--- config.mk ---
export PLATFORM = sky130hd
export DESIGN_NAME = ball_physics_flat
export DESIGN_NICKNAME = d
export VERILOG_FILES = /design/src/rtl/ball_physics_if.sv /design/src/rtl/ball_physics.sv /design/src/flat_wrapper.sv
export SDC_FILE = /design/constraint.sdc
export NUM_CORES = 1
export LEC_CHECK = 0
export CORE_MARGIN = 3
export CORE_UTILIZATION = 52
export DETAILED_ROUTE_END_ITERATION = 10
export PLACE_DENSITY = 0.78
export SYNTH_ARGS = -nofsm -noshare
export SYNTH_HDL_FRONTEND = slang
export SYNTH_SLANG_ARGS = --single-unit
--- constraint.sdc ---
create_clock -name clock -period 4.9 [get_ports clock]
set_input_delay 0.735 -clock clock [delete_from_list [all_inputs] [get_ports clock]]
set_output_delay 0.735 -clock clock [all_outputs]
set_load 0.03 [all_outputs]
--- src/rtl/ball_physics_if.sv ---
// Ball hand-off link: outgoing ball to the comms sender, incoming ball from the receiver.
// The physics engine is the master side, the comms block the slave side.
interface ball_physics_if #(
    parameter int VEL_W = 4
);
    logic             rx_valid;
    logic             rx_ready;
    logic [8:0]       rx_ball_y;
    logic [VEL_W-1:0] rx_vx;
    logic [VEL_W-1:0] rx_vy;
    logic             tx_valid;
    logic             tx_ready;
    logic [8:0]       tx_ball_y;
    logic [VEL_W-1:0] tx_vx;
    logic [VEL_W-1:0] tx_vy;

    modport master (
        input  rx_valid, rx_ball_y, rx_vx, rx_vy, tx_ready,
        output rx_ready, tx_valid, tx_ball_y, tx_vx, tx_vy
    );

    modport slave (
        output rx_valid, rx_ball_y, rx_vx, rx_vy, tx_ready,
        input  rx_ready, tx_valid, tx_ball_y, tx_vx, tx_vy
    );
endinterface

--- src/rtl/ball_physics.sv ---
// Ball-motion engine for one board of two-board pong: serve, wall bounce,
// paddle hit with speed-up and spin, miss detection and net hand-off.
module ball_physics #(
    parameter int SCREEN_W    = 640,
    parameter int SCREEN_H    = 480,
    parameter int BALL_SIZE   = 5,
    parameter int PADDLE_X    = 16,
    parameter int PADDLE_W    = 4,
    parameter int PADDLE_H    = 48,
    parameter int VEL_W       = 4,
    parameter int MAX_VX      = 7,
    parameter int SERVE_VX    = 2,
    parameter int START_SERVE = 1
) (
    input  logic           clock,
    input  logic           reset,
    input  logic           frame_tick,
    input  logic [9:0]     paddle_y,
    input  logic           serve,
    input  logic           serve_grant,
    ball_physics_if.master link,
    output logic           miss,
    output logic [9:0]     ball_left,
    output logic [9:0]     ball_top,
    output logic           ball_visible,
    output logic [1:0]     state
);
    typedef enum logic [1:0] {IDLE = 2'd0, SERVE = 2'd1, PLAY = 2'd2, HANDOFF = 2'd3} state_t;
    typedef logic signed [11:0]    s12_t;
    typedef logic signed [VEL_W:0] vx_t;   // one extra bit so a full-range rx magnitude can be negated
    typedef logic signed [VEL_W-1:0] vy_t;

    localparam s12_t   ZERO      = '0;
    localparam s12_t   ONE       = s12_t'(1);
    localparam s12_t   FACE      = s12_t'(PADDLE_X + PADDLE_W);
    localparam s12_t   Y_MAX     = s12_t'(SCREEN_H - BALL_SIZE);
    localparam s12_t   NET       = s12_t'(SCREEN_W);
    localparam s12_t   B_SIZE    = s12_t'(BALL_SIZE);
    localparam s12_t   B_HALF    = s12_t'(BALL_SIZE / 2);
    localparam s12_t   P_H       = s12_t'(PADDLE_H);
    localparam s12_t   THIRD     = s12_t'(PADDLE_H / 3);
    localparam s12_t   TWO_THIRD = s12_t'(2 * PADDLE_H / 3);
    localparam s12_t   SERVE_OFS = s12_t'(PADDLE_H / 2 - BALL_SIZE / 2);
    localparam s12_t   VX_CEIL   = s12_t'(MAX_VX);
    localparam s12_t   VY_LIM    = s12_t'(2 ** (VEL_W - 1) - 1);
    localparam state_t RESET_ST  = (START_SERVE != 0) ? SERVE : IDLE;

    state_t           state_q, state_d;
    vx_t              vx;
    vy_t              vy;
    logic [8:0]       tx_ball_y_q;
    logic [VEL_W-1:0] tx_vx_q, tx_vy_q;

    s12_t px, top_s, py, nx, ny, ny_clamp, vy_b, vy_s, vy_sat, off, vx_hit;
    s12_t rx_mag, rx_top, serve_top;
    logic going_left, in_window, overlap, hit, missed, at_net;

    // Motion arithmetic for the current tick, all in signed 12 bits.
    // NOTE: every variable gets a default at the top of always_comb, so no path can infer a latch.
    always_comb begin
        px         = s12_t'(ball_left);
        top_s      = s12_t'(ball_top);
        py         = s12_t'(paddle_y);
        nx         = px + s12_t'(vx);
        ny         = top_s + s12_t'(vy);
        ny_clamp   = ny;
        vy_b       = s12_t'(vy);
        if (ny <= ZERO) begin
            ny_clamp = ZERO;
            vy_b     = -s12_t'(vy);
        end else if (ny >= Y_MAX) begin
            ny_clamp = Y_MAX;
            vy_b     = -s12_t'(vy);
        end

        going_left = vx[VEL_W];
        in_window  = going_left && (px >= FACE) && (nx <= FACE);
        overlap    = (top_s + B_SIZE > py) && (top_s < py + P_H);
        hit        = in_window && overlap;
        off        = top_s + B_HALF - py;
        vy_s       = vy_b;
        if (hit) begin
            if (off < THIRD)           vy_s = vy_b - ONE;
            else if (off >= TWO_THIRD) vy_s = vy_b + ONE;
        end
        vy_sat     = vy_s;
        if (vy_s > VY_LIM)       vy_sat = VY_LIM;
        else if (vy_s < -VY_LIM) vy_sat = -VY_LIM;

        vx_hit     = -s12_t'(vx) + ONE;
        if (vx_hit > VX_CEIL) vx_hit = VX_CEIL;
        missed     = going_left && (nx <= ZERO) && !hit;
        at_net     = !going_left && (vx != '0) && (nx + B_SIZE >= NET);

        rx_mag     = (link.rx_vx == '0) ? ONE : s12_t'(link.rx_vx);
        rx_top     = (s12_t'(link.rx_ball_y) > Y_MAX) ? Y_MAX : s12_t'(link.rx_ball_y);
        serve_top  = py + SERVE_OFS;
        if (serve_top > Y_MAX)     serve_top = Y_MAX;
        else if (serve_top < ZERO) serve_top = ZERO;
    end

    always_comb begin
        state_d = state_q;
        unique case (state_q)
            IDLE:    if (link.rx_valid) state_d = PLAY;
                     else if (serve_grant) state_d = SERVE;
            SERVE:   if (serve) state_d = PLAY;
            PLAY:    if (frame_tick && !hit) begin
                         if (missed)      state_d = IDLE;
                         else if (at_net) state_d = HANDOFF;
                     end
            HANDOFF: if (link.tx_ready) state_d = IDLE;
        endcase
    end

    // NOTE: reset is synchronous, so it lives inside the clocked branch rather than the sensitivity list.
    always_ff @(posedge clock) begin
        if (reset) state_q <= RESET_ST;
        else       state_q <= state_d;
    end

    always_ff @(posedge clock) begin
        if (reset) begin
            ball_left    <= 10'(FACE);
            ball_top     <= 10'(SCREEN_H / 2);
            vx           <= '0;
            vy           <= '0;
            miss         <= 1'b0;
            ball_visible <= (RESET_ST == SERVE);
            tx_ball_y_q  <= '0;
            tx_vx_q      <= '0;
            tx_vy_q      <= '0;
        end else begin
            miss         <= 1'b0;
            ball_visible <= (state_d == SERVE) || (state_d == PLAY);
            unique case (state_q)
                IDLE: if (link.rx_valid) begin
                    ball_left <= 10'(SCREEN_W - BALL_SIZE);
                    ball_top  <= 10'(rx_top);
                    vx        <= vx_t'(-rx_mag);
                    vy        <= link.rx_vy;
                end
                SERVE: begin
                    ball_left <= 10'(FACE);
                    ball_top  <= 10'(serve_top);
                    if (serve) begin
                        vx <= vx_t'(SERVE_VX);
                        vy <= vy_t'(1);
                    end
                end
                PLAY: if (frame_tick) begin
                    // Y bounce always applies, even on a hit, miss or net tick.
                    ball_top <= 10'(ny_clamp);
                    vy       <= vy_t'(vy_sat);
                    if (hit) begin
                        ball_left <= 10'(FACE);
                        vx        <= vx_t'(vx_hit);
                    end else if (missed) begin
                        miss <= 1'b1;
                    end else if (at_net) begin
                        tx_ball_y_q <= ball_top[8:0];
                        tx_vx_q     <= vx[VEL_W-1:0];
                        tx_vy_q     <= vy_t'(vy_sat);
                    end else begin
                        ball_left <= 10'(nx);
                    end
                end
                HANDOFF: ;
            endcase
        end
    end

    assign state          = state_q;
    assign link.rx_ready  = (state_q == IDLE);
    assign link.tx_valid  = (state_q == HANDOFF);
    assign link.tx_ball_y = tx_ball_y_q;
    assign link.tx_vx     = tx_vx_q;
    assign link.tx_vy     = tx_vy_q;
endmodule
--- src/flat_wrapper.sv ---
// flat-port wrapper written by rule: the top's interface ports become plain ports
module ball_physics_flat 
#(
    parameter int SCREEN_W    = 640,
    parameter int SCREEN_H    = 480,
    parameter int BALL_SIZE   = 5,
    parameter int PADDLE_X    = 16,
    parameter int PADDLE_W    = 4,
    parameter int PADDLE_H    = 48,
    parameter int VEL_W       = 4,
    parameter int MAX_VX      = 7,
    parameter int SERVE_VX    = 2,
    parameter int START_SERVE = 1
)
  (clock, reset, frame_tick, paddle_y, serve, serve_grant, miss, ball_left, ball_top, ball_visible, state, link_rx_valid, link_rx_ball_y, link_rx_vx, link_rx_vy, link_tx_ready, link_rx_ready, link_tx_valid, link_tx_ball_y, link_tx_vx, link_tx_vy);
  ball_physics_if #(.VEL_W(VEL_W)) link_i ();
  input  logic clock;
  input  logic reset;
  input  logic frame_tick;
  input  logic [9:0] paddle_y;
  input  logic serve;
  input  logic serve_grant;
  output logic miss;
  output logic [9:0] ball_left;
  output logic [9:0] ball_top;
  output logic ball_visible;
  output logic [1:0] state;
  input wire logic [$bits(link_i.rx_valid)-1:0] link_rx_valid;
  input wire logic [$bits(link_i.rx_ball_y)-1:0] link_rx_ball_y;
  input wire logic [$bits(link_i.rx_vx)-1:0] link_rx_vx;
  input wire logic [$bits(link_i.rx_vy)-1:0] link_rx_vy;
  input wire logic [$bits(link_i.tx_ready)-1:0] link_tx_ready;
  output wire logic [$bits(link_i.rx_ready)-1:0] link_rx_ready;
  output wire logic [$bits(link_i.tx_valid)-1:0] link_tx_valid;
  output wire logic [$bits(link_i.tx_ball_y)-1:0] link_tx_ball_y;
  output wire logic [$bits(link_i.tx_vx)-1:0] link_tx_vx;
  output wire logic [$bits(link_i.tx_vy)-1:0] link_tx_vy;
  assign link_i.rx_valid = link_rx_valid;
  assign link_i.rx_ball_y = link_rx_ball_y;
  assign link_i.rx_vx = link_rx_vx;
  assign link_i.rx_vy = link_rx_vy;
  assign link_i.tx_ready = link_tx_ready;
  assign link_rx_ready = link_i.rx_ready;
  assign link_tx_valid = link_i.tx_valid;
  assign link_tx_ball_y = link_i.tx_ball_y;
  assign link_tx_vx = link_i.tx_vx;
  assign link_tx_vy = link_i.tx_vy;
  ball_physics #(.SCREEN_W(SCREEN_W), .SCREEN_H(SCREEN_H), .BALL_SIZE(BALL_SIZE), .PADDLE_X(PADDLE_X), .PADDLE_W(PADDLE_W), .PADDLE_H(PADDLE_H), .VEL_W(VEL_W), .MAX_VX(MAX_VX), .SERVE_VX(SERVE_VX), .START_SERVE(START_SERVE)) u_core (.clock(clock), .reset(reset), .frame_tick(frame_tick), .paddle_y(paddle_y), .serve(serve), .serve_grant(serve_grant), .link(link_i), .miss(miss), .ball_left(ball_left), .ball_top(ball_top), .ball_visible(ball_visible), .state(state));
endmodule
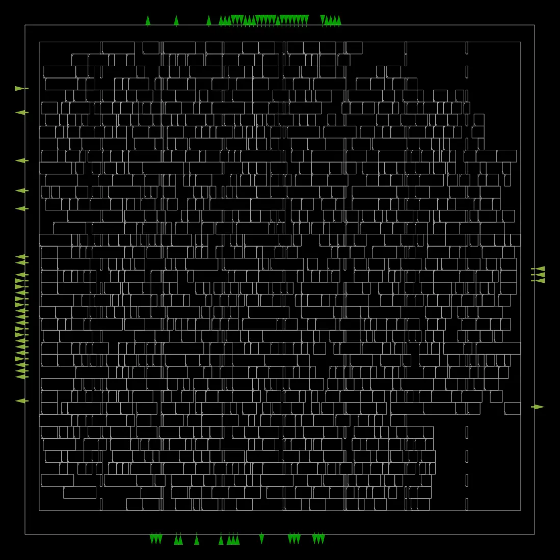
final_placement.png
floorplan core area: 11600 um^2
register fraction of the total cell area: 12.8%
Tap Cells: 143

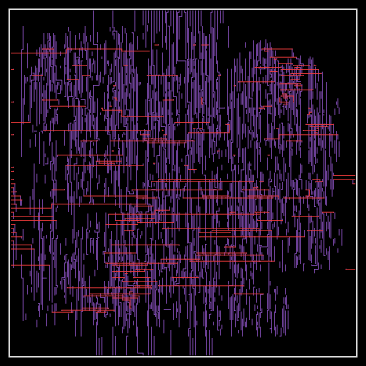
metal_stack.png
(3 px per um) Only two layers are drawn.
| layer | colour | wire length |
|---|---|---|
| met2 | purple | 9180 um |
| met3 | red | 1440 um |

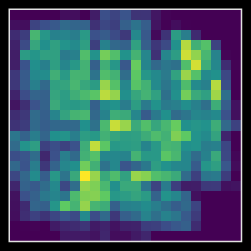
wire_density.png
(2 px per um) 23 x 23 tiles, from dark purple (low) to yellow (high), scaled to the fullest tile. Values are wire area over tile area, all layers added.
emptiest ninth of the die: south-east
densest ninth of the die: centre
nearly empty tiles: 13%
fullest tile: 0.69
mean over tiles: 0.25

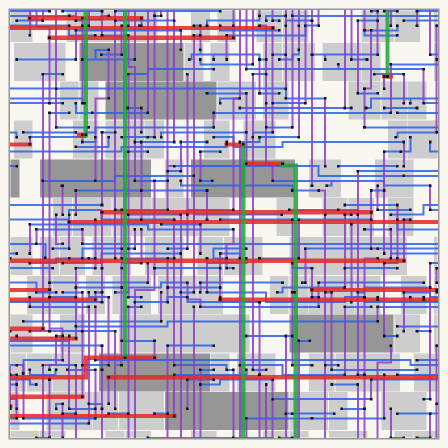
zoom.png
Region (43, 43) to (73, 73) um. Cells in grey, sequential cells in the stronger grey; small squares are vias.
| layer | colour |
|---|---|
| met3 | red |
| met2 | purple |
| met4 | green |
| met1 | blue |
cells with their middle in the window: 86
sequential cells in the window: 7
most frequent: o21ai_0 (16), nor2_1 (13), a211oi_1 (9)
netlist names of flops here include: u_core.ball_top (5)

==> results.cfg <==
; synthesis and place-and-route metrics
[run_status]
run_status = finished, final reports clean

[timing]
achievable-frequency_ghz = 0.212
finalSetupViolCount = 0
maxSlewViolCount = 0
hold_ws_ns = 0.459
finClkSkew_ns = 0.00897
timing.setup.tns_ns = 0

[global_route]
grt_use_total_pct = 30.1
wire_length_of_the_first_global_routing_pass_mm = 32.9
grtUsageMet1_pct = 42.8

[pwr]
power.static_leakage_nw = 3.19

[floorplanning]
die_width_um = 115
core.rowCount = 39
core_util_floorplan_pct = 53.8
chip_area_um2 = 13300
io_pins = 77

[setup_path]
critical_path.startpoint_type = input port
crit_path_start = paddle_y[5]
rr_worst_depth = 21
worstSetupEndpointType = flop
critical_path_arrival_ns = 4.91

[worst_hold_path]
hold_path.startpoint = u_core.link.tx_ball_y[1]
min_path_type = flop to flop

[yosys]
ys_ff = 50
synth-seq-area-share_pct = 16.1
synth-edff-count = 0
synthArstFlopShare_pct = 0
synthesis.area_um2 = 6220
synth.distinct_cells = 86
synth_top_flop_cell = sky130_fd_sc_hd__dfxtp_1
netlist.top_cell.by_area = sky130_fd_sc_hd__dfxtp_1

[final_layout]
final_layout_top_logic_cells = sky130_fd_sc_hd__a21oi_1, sky130_fd_sc_hd__nand2_1, sky130_fd_sc_hd__buf_4
final_layout_size_suffix_gt1_share_pct = 13.3
design.final.nets = 1082
antennaDiodeCount = 0
synthToLayoutAreaGrowth_pct = 26.8

[route]
detailedRoute.firstPassIterationCount = 6
final_wl_mm = 20.4
remaining_antenna_violation_count = 0
drc_errors = 0

[job]
cap_viol_max_count = 0

[cts]
clock_root_buffer = sky130_fd_sc_hd__clkbuf_16
clockBufferDepth = 2
clk-insertion-delay-late_ns = 0.30

[place]
gp_congestion = 1.07
port_buffers = 76
hpwlAfterDp_mm = 15.8
metal layers:
metal | share of wire (%) | vias up
met1 | 45 | 3285
met3 | 7.0 | 52
met5 | 0 | -
li1 | - | 3442
met4 | 2.8 | 0
met2 | 45 | 284
state kept, by name, summed over array words and instances, names as in the netlist:
name                   flops
u_core.ball_left          10
u_core.ball_top           10
u_core.link.tx_ball_y      9
u_core.vx                  5
u_core.link.tx_vx          4
u_core.link.tx_vy          4
u_core.vy                  4
u_core.state               2
u_core.ball_visible        1
u_core.miss                1
power by group:
group          internal (mW)  switching [mW]  total [mW]
Sequential             0.512           0.126       0.638
Combinational           1.95            2.97        4.92
Clock                  0.190           0.162       0.352
Total                   2.66            3.26        5.91
how the worst max path moves through the flow:
stage / end / slack [ns] / cells after the start
4_1_cts: u_core.vy[2] / 0.06 / 20
3_5_place_dp: u_core.vy[2] / -0.14 / 18
6_report: u_core.vy[2] / 0.18 / 19
2_1_floorplan: u_core.vy[2] / 0.03 / 20
3_3_place_gp: u_core.vy[2] / -0.02 / 19
5_1_grt: u_core.vy[2] / -0.05 / 21
critical path: stages:
cell	delay (ns)
sky130_fd_sc_hd__clkdlybuf4s50_1	0.50
sky130_fd_sc_hd__inv_1	0.07
sky130_fd_sc_hd__ha_1	0.21
sky130_fd_sc_hd__xor2_1	0.16
sky130_fd_sc_hd__ha_1	0.21
sky130_fd_sc_hd__nor4_1	0.27
sky130_fd_sc_hd__o21ai_0	0.15
sky130_fd_sc_hd__a221o_1	0.34
sky130_fd_sc_hd__a21oi_1	0.17
sky130_fd_sc_hd__o21ai_1	0.17
sky130_fd_sc_hd__nor2_2	0.26
sky130_fd_sc_hd__buf_4	0.17
sky130_fd_sc_hd__o2111a_1	0.27
sky130_fd_sc_hd__o211a_1	0.22
sky130_fd_sc_hd__o22a_1	0.20
sky130_fd_sc_hd__nand3_1	0.14
sky130_fd_sc_hd__nor4_4	0.31
sky130_fd_sc_hd__o22ai_2	0.12
sky130_fd_sc_hd__o221a_1	0.24
metrics by stage:
step           area [um^2]  setup WS (ns)  cells  utilization [%]
3_3_place_gp          7550        -0.0219   1099             65.3
2_1_floorplan         6230         0.0288    844                -
5_1_grt               7890        -0.0478   1117             68.2
6_report              7890          0.176   1117             68.2
3_5_place_dp          7550         -0.141   1099             65.3
4_1_cts               7690         0.0634   1107             66.5
layout make-up:
type,instances,area (um^2)
Multi-Input combinational cell,713,5030
Inverter,50,188
Sequential cell,50,1010
Fill cell,968,3680
Timing Repair Buffer,153,1340
Tap cell,143,179
Clock buffer,6,129
Clock inverter,2,13.8
cell families (layout without fill, tap and decap cells):
kind of cell	count (synthesis)	in the layout	share of synthesized area, %
adder cells (fa/ha/maj)	75	75	15.6
XOR/XNOR	43	43	6.06
AND-OR/OR-AND	299	299	32.7
multiplexers	7	7	1.15
buffers and inverters	81	211	5.05
AND/OR/NAND/NOR	289	289	23.4
flip-flops	50	50	16.1
repair_timing:
action | 4_1_cts | 5_1_grt
hold buffers | 0 | 0
gates resized | 0 | 29
setup buffers | 0 | 10
endpoints found under the setup margin | 0 | 10
Power figures rest on the tool's default switching activity, not on a simulated workload.
